[config.mk]
export PLATFORM = sky130hd
export DESIGN_NAME = vec_op_control
export DESIGN_NICKNAME = d
export VERILOG_FILES = /design/src/rtl/vec_op_pkg.sv /design/src/rtl/vec_lane_mask.sv /design/src/rtl/vec_op_control.sv
export SDC_FILE = /design/constraint.sdc
export NUM_CORES = 1
export LEC_CHECK = 0
export ABC_AREA = 1
export CAP_MARGIN = 20
export CORE_AREA = 4 4 63 65
export DETAILED_ROUTE_END_ITERATION = 10
export DIE_AREA = 0 0 67 69
export MAX_ROUTING_LAYER = met4
export PLACE_DENSITY = 0.74
export SLEW_MARGIN = 25
export SYNTH_ARGS = -nofsm -noshare
export SYNTH_HDL_FRONTEND = slang
export SYNTH_SLANG_ARGS = --single-unit
[constraint.sdc]
create_clock -name clk -period 2.8 [get_ports clk]
set_clock_uncertainty 0.15 [all_clocks]
set_input_delay 0.28 -clock clk [delete_from_list [all_inputs] [get_ports clk]]
set_output_delay 0.28 -clock clk [all_outputs]
set_load 0.02 [all_outputs]
[src/rtl/vec_op_pkg.sv]
// Shared types for the vector-op sequencer.
// Operation codes, FSM states and the drain counter width.
package vec_op_pkg;

    typedef enum logic [1:0] {
        OP_ADD  = 2'd0,
        OP_SUB  = 2'd1,
        OP_MAC  = 2'd2,
        OP_PASS = 2'd3
    } op_t;

    typedef enum logic [1:0] {
        IDLE,
        RUN,
        DRAIN,
        DONE
    } state_t;

    localparam int DRAIN_W = 4;

endpackage

[src/rtl/vec_lane_mask.sv]
// Lane-valid mask for one group of LANES elements starting at i_base.
// One extra bit on the compare so a group near 2^IDX_W never wraps.
module vec_lane_mask
    import vec_op_pkg::*;
#(
    parameter int IDX_W = 8,
    parameter int LANES = 1
) (
    input  logic [IDX_W-1:0] i_base,
    input  logic [IDX_W-1:0] i_len,
    output logic [LANES-1:0] o_mask
);

    always_comb begin
        o_mask = '0;
        for (int i = 0; i < LANES; i++) begin
            o_mask[i] = ({1'b0, i_base} + (IDX_W+1)'(i)) < {1'b0, i_len};
        end
    end

endmodule

[src/rtl/vec_op_control.sv]
// Element-wise vector op sequencer: index stepping, drain wait, done pulse.
// Define VEC_OP_ABORT_EN to add the abort input and aborted pulse output.
module vec_op_control
    import vec_op_pkg::*;
#(
    parameter int IDX_W    = 8,
    parameter int LANES    = 1,
    parameter int PIPE_LAT = 0
) (
    input  logic             clk,
    input  logic             reset,
    input  logic             start,
    input  logic [IDX_W-1:0] len,
    input  logic [1:0]       mode,
    input  logic             stall,
`ifdef VEC_OP_ABORT_EN
    input  logic             abort,
    output logic             aborted,
`endif
    output logic [IDX_W-1:0] cur_idx,
    output logic [LANES-1:0] lane_mask,
    output logic [1:0]       op_sel,
    output logic             index_sel,
    output logic             write_s,
    output logic             busy,
    output logic             sum_ready
);

    localparam logic [IDX_W:0] LANES_W = (IDX_W+1)'(LANES);
    localparam logic [DRAIN_W-1:0] DRAIN_INIT =
        DRAIN_W'((PIPE_LAT > 0) ? PIPE_LAT - 1 : 0);

    state_t             r_state;
    logic [IDX_W-1:0]   r_cur;
    logic [IDX_W-1:0]   r_len;
    op_t                r_mode;
    logic [DRAIN_W-1:0] r_cnt;

    logic               w_run;
    logic               w_write;
    logic               w_last;
    logic               w_abort;
    logic [IDX_W:0]     w_next;
    logic [LANES-1:0]   w_mask;

    assign w_run   = (r_state == RUN);
    assign w_write = w_run & ~stall;
    assign w_next  = {1'b0, r_cur} + LANES_W;
    assign w_last  = !(w_next < {1'b0, r_len});

`ifdef VEC_OP_ABORT_EN
    logic r_aborted;
    assign w_abort = abort & ((r_state == RUN) | (r_state == DRAIN));
    assign aborted = r_aborted;
`else
    assign w_abort = 1'b0;
`endif

    vec_lane_mask #(
        .IDX_W (IDX_W),
        .LANES (LANES)
    ) u_mask (
        .i_base (r_cur),
        .i_len  (r_len),
        .o_mask (w_mask)
    );

    always_ff @(posedge clk or posedge reset) begin
        if (reset) begin
            r_state <= IDLE;
            r_cur   <= '0;
            r_len   <= '0;
            r_mode  <= OP_ADD;
            r_cnt   <= '0;
`ifdef VEC_OP_ABORT_EN
            r_aborted <= 1'b0;
`endif
        end else begin
`ifdef VEC_OP_ABORT_EN
            r_aborted <= 1'b0;
`endif
            // Abort wins over a final write landing in the same cycle.
            if (w_abort) begin
                r_state <= IDLE;
                r_cur   <= '0;
                r_cnt   <= '0;
`ifdef VEC_OP_ABORT_EN
                r_aborted <= 1'b1;
`endif
            end else begin
                unique case (r_state)
                    IDLE: begin
                        if (start) begin
                            r_len   <= len;
                            r_mode  <= op_t'(mode);
                            r_cur   <= '0;
                            r_state <= (len == '0) ? DONE : RUN;
                        end
                    end
                    RUN: begin
                        if (w_write) begin
                            if (w_last) begin
                                r_cur <= '0;
                                if (PIPE_LAT > 0) begin
                                    r_state <= DRAIN;
                                    r_cnt   <= DRAIN_INIT;
                                end else begin
                                    r_state <= DONE;
                                end
                            end else begin
                                r_cur <= w_next[IDX_W-1:0];
                            end
                        end
                    end
                    DRAIN: begin
                        if (r_cnt == '0) begin
                            r_state <= DONE;
                        end else begin
                            r_cnt <= r_cnt - 1'b1;
                        end
                    end
                    DONE: begin
                        r_state <= IDLE;
                    end
                    default: begin
                        r_state <= IDLE;
                    end
                endcase
            end
        end
    end

    assign cur_idx   = r_cur;
    assign lane_mask = w_run ? w_mask : '0;
    assign op_sel    = r_mode;
    assign index_sel = w_run;
    assign write_s   = w_write;
    assign busy      = (r_state != IDLE);
    assign sum_ready = (r_state == DONE);

endmodule

Fig. 1: gate-type map
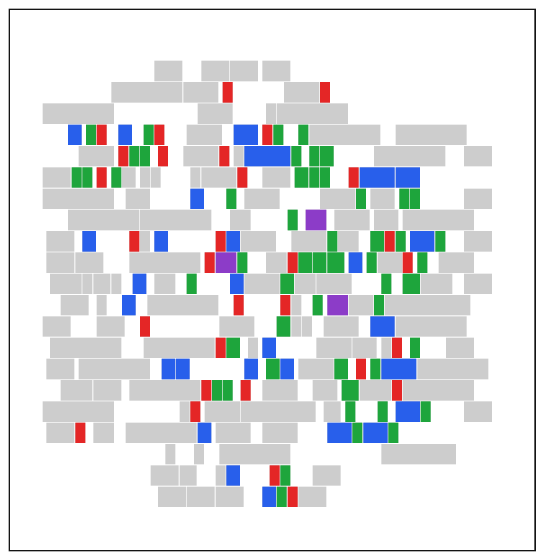
- aoi and oai cells: blue (cells 28)
- inv cells: red (cells 30)
- non-inverting ao/oa cells: purple (cells 3)
- nand cells: green (cells 52)
Comb/total area: 44.77%
number of standard cells in the layout, taps in and fillers out: 273
most frequently placed logic cell in the final layout: sky130_fd_sc_hd__nand2_1

Fig. 2: congestion heat map
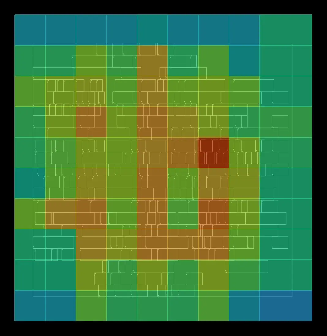
post-DR wirelength/cell: 11.30 um
end-of-flow core utilization: 60.97%
global routing usage summed across all routing layers: 15.09%
met3 global-route usage: 4.545%

Fig. 3: register map, names as in the netlist
Scale bar: 20 um. Other sequential cells in the stronger gray, the rest of the logic in the fainter gray.
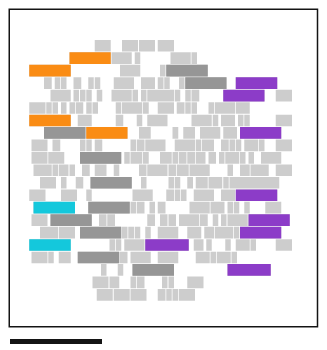
- `op_sel`: cyan (flops 2)
- `r_cnt`: orange (flops 4; where north-west)
- `cur_idx`: purple (flops 8)
- not colored: 10
fraction of area in registers: 29.64%
sequential standard cell area: 603.1 um^2

Fig. 4: sizing map
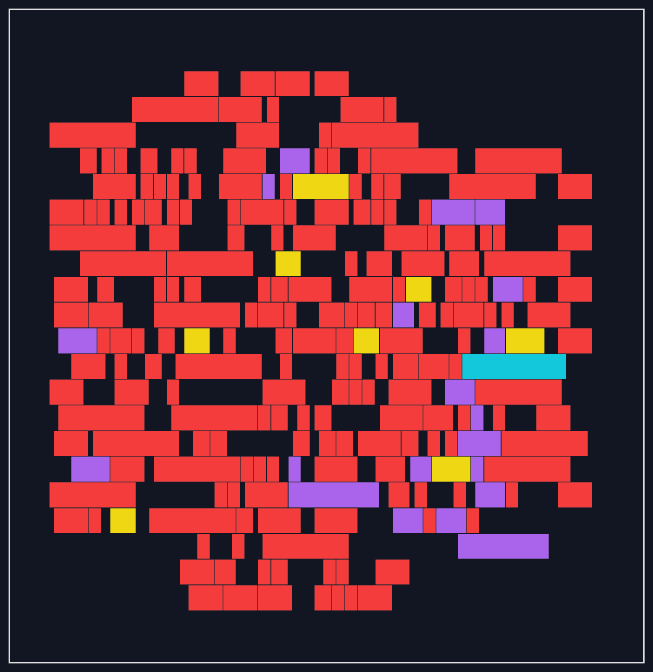
- x2: purple (cells 20; share 8.8%; most used o21ai_2)
- x6 and larger: cyan (cells 1; share 0.44%; most used bufinv_16)
- x1 and smaller: red (cells 198; share 87%; most used nand2_1)
- x3 and x4: yellow (cells 8; share 3.5%; most used clkbuf_4)
area added between synthesis and finish: 24.12%
finished layout cell area: 2034 um^2
non-clock buffer instance count of the final layout: 30

==> reports/notes.md <==
The run finished with clean final reports. The logs give 53.5% for the combinational share of power and 25 for the largest net degree at the start of global routing. Per the synthesis report, the dominant area consumer among library cells is sky130_fd_sc_hd__dfrtp_1. The logs give 0 for the leftover overflow at the end of global routing and 1317 for the total number of vias. The layout report lists the clock-cell share of area as 2.583%. The remaining design rule violation count is 0. The type of origin of the critical path was a flip-flop. The number of cells on the worst reg-to-reg path is 15. Per the cell usage report, the commonest logic cells after layout are sky130_fd_sc_hd__nand2_1 (39), sky130_fd_sc_hd__clkdlybuf4s50_1 (27), sky130_fd_sc_hd__inv_1 (26). The worst relative slew slack was 63.38%. The timing report shows the most common cell along the critical path to be sky130_fd_sc_hd__nand2_1.

The data arrival time at the worst-slack endpoint came out at 2600 ps. For this design the ratio of total power to cell area is 810.0 nW/um^2. The cell at the root of the clock tree is sky130_fd_sc_hd__clkbuf_4. In this run, post-CTS repair resized a total of 0 instances. The run gives 0 for the number of antenna violations at the first check in global routing. sky130_fd_sc_hd__nand2_1 is the most common cell in the netlist.

The core region is 3337 um^2. The run gives 0.000254 W for the power in the clock group. The register share of total power was 31.1%; the number of cells on the critical path was 15.

Per the post-synthesis report, the nets total 231. The share of synthesized area spent on multiplexers was 1.374%; the number of DRC violations after detailed-routing iteration 0 was 69. Derived from the worst setup path, the maximum achievable clock frequency is 0.4035 GHz. The CTS clock-pin slew for the worst setup and hold paths is 140 ps. The number of warnings reported in the yosys synthesis log was 0. The run gives 1639 um^2 as the area figure in the yosys stat output. The report lists the number of standard-cell rows as 21. The tightest hold path in the finished design has a slack of 125.0 ps. In this run, the synthesized area fraction spent on xor and xnor cells is recorded as 3.740%. The run gives 20.61% as the met1 track demand over resource in global routing. The portion of the clock cycle consumed by the worst path in the final layout came out at 88.52%. The first detailed-routing pass ran for 5 iterations. With the area used by multi-input combinational logic at 910.9 um^2, the count of instantiated cells in the yosys netlist is 195. The stage logs contain a warning count of 31. The die covers 4623 um^2. The critical path endpoint was r_state[1]$_DFFE_PP0P_.
Power is estimated from default activity; no workload was simulated.
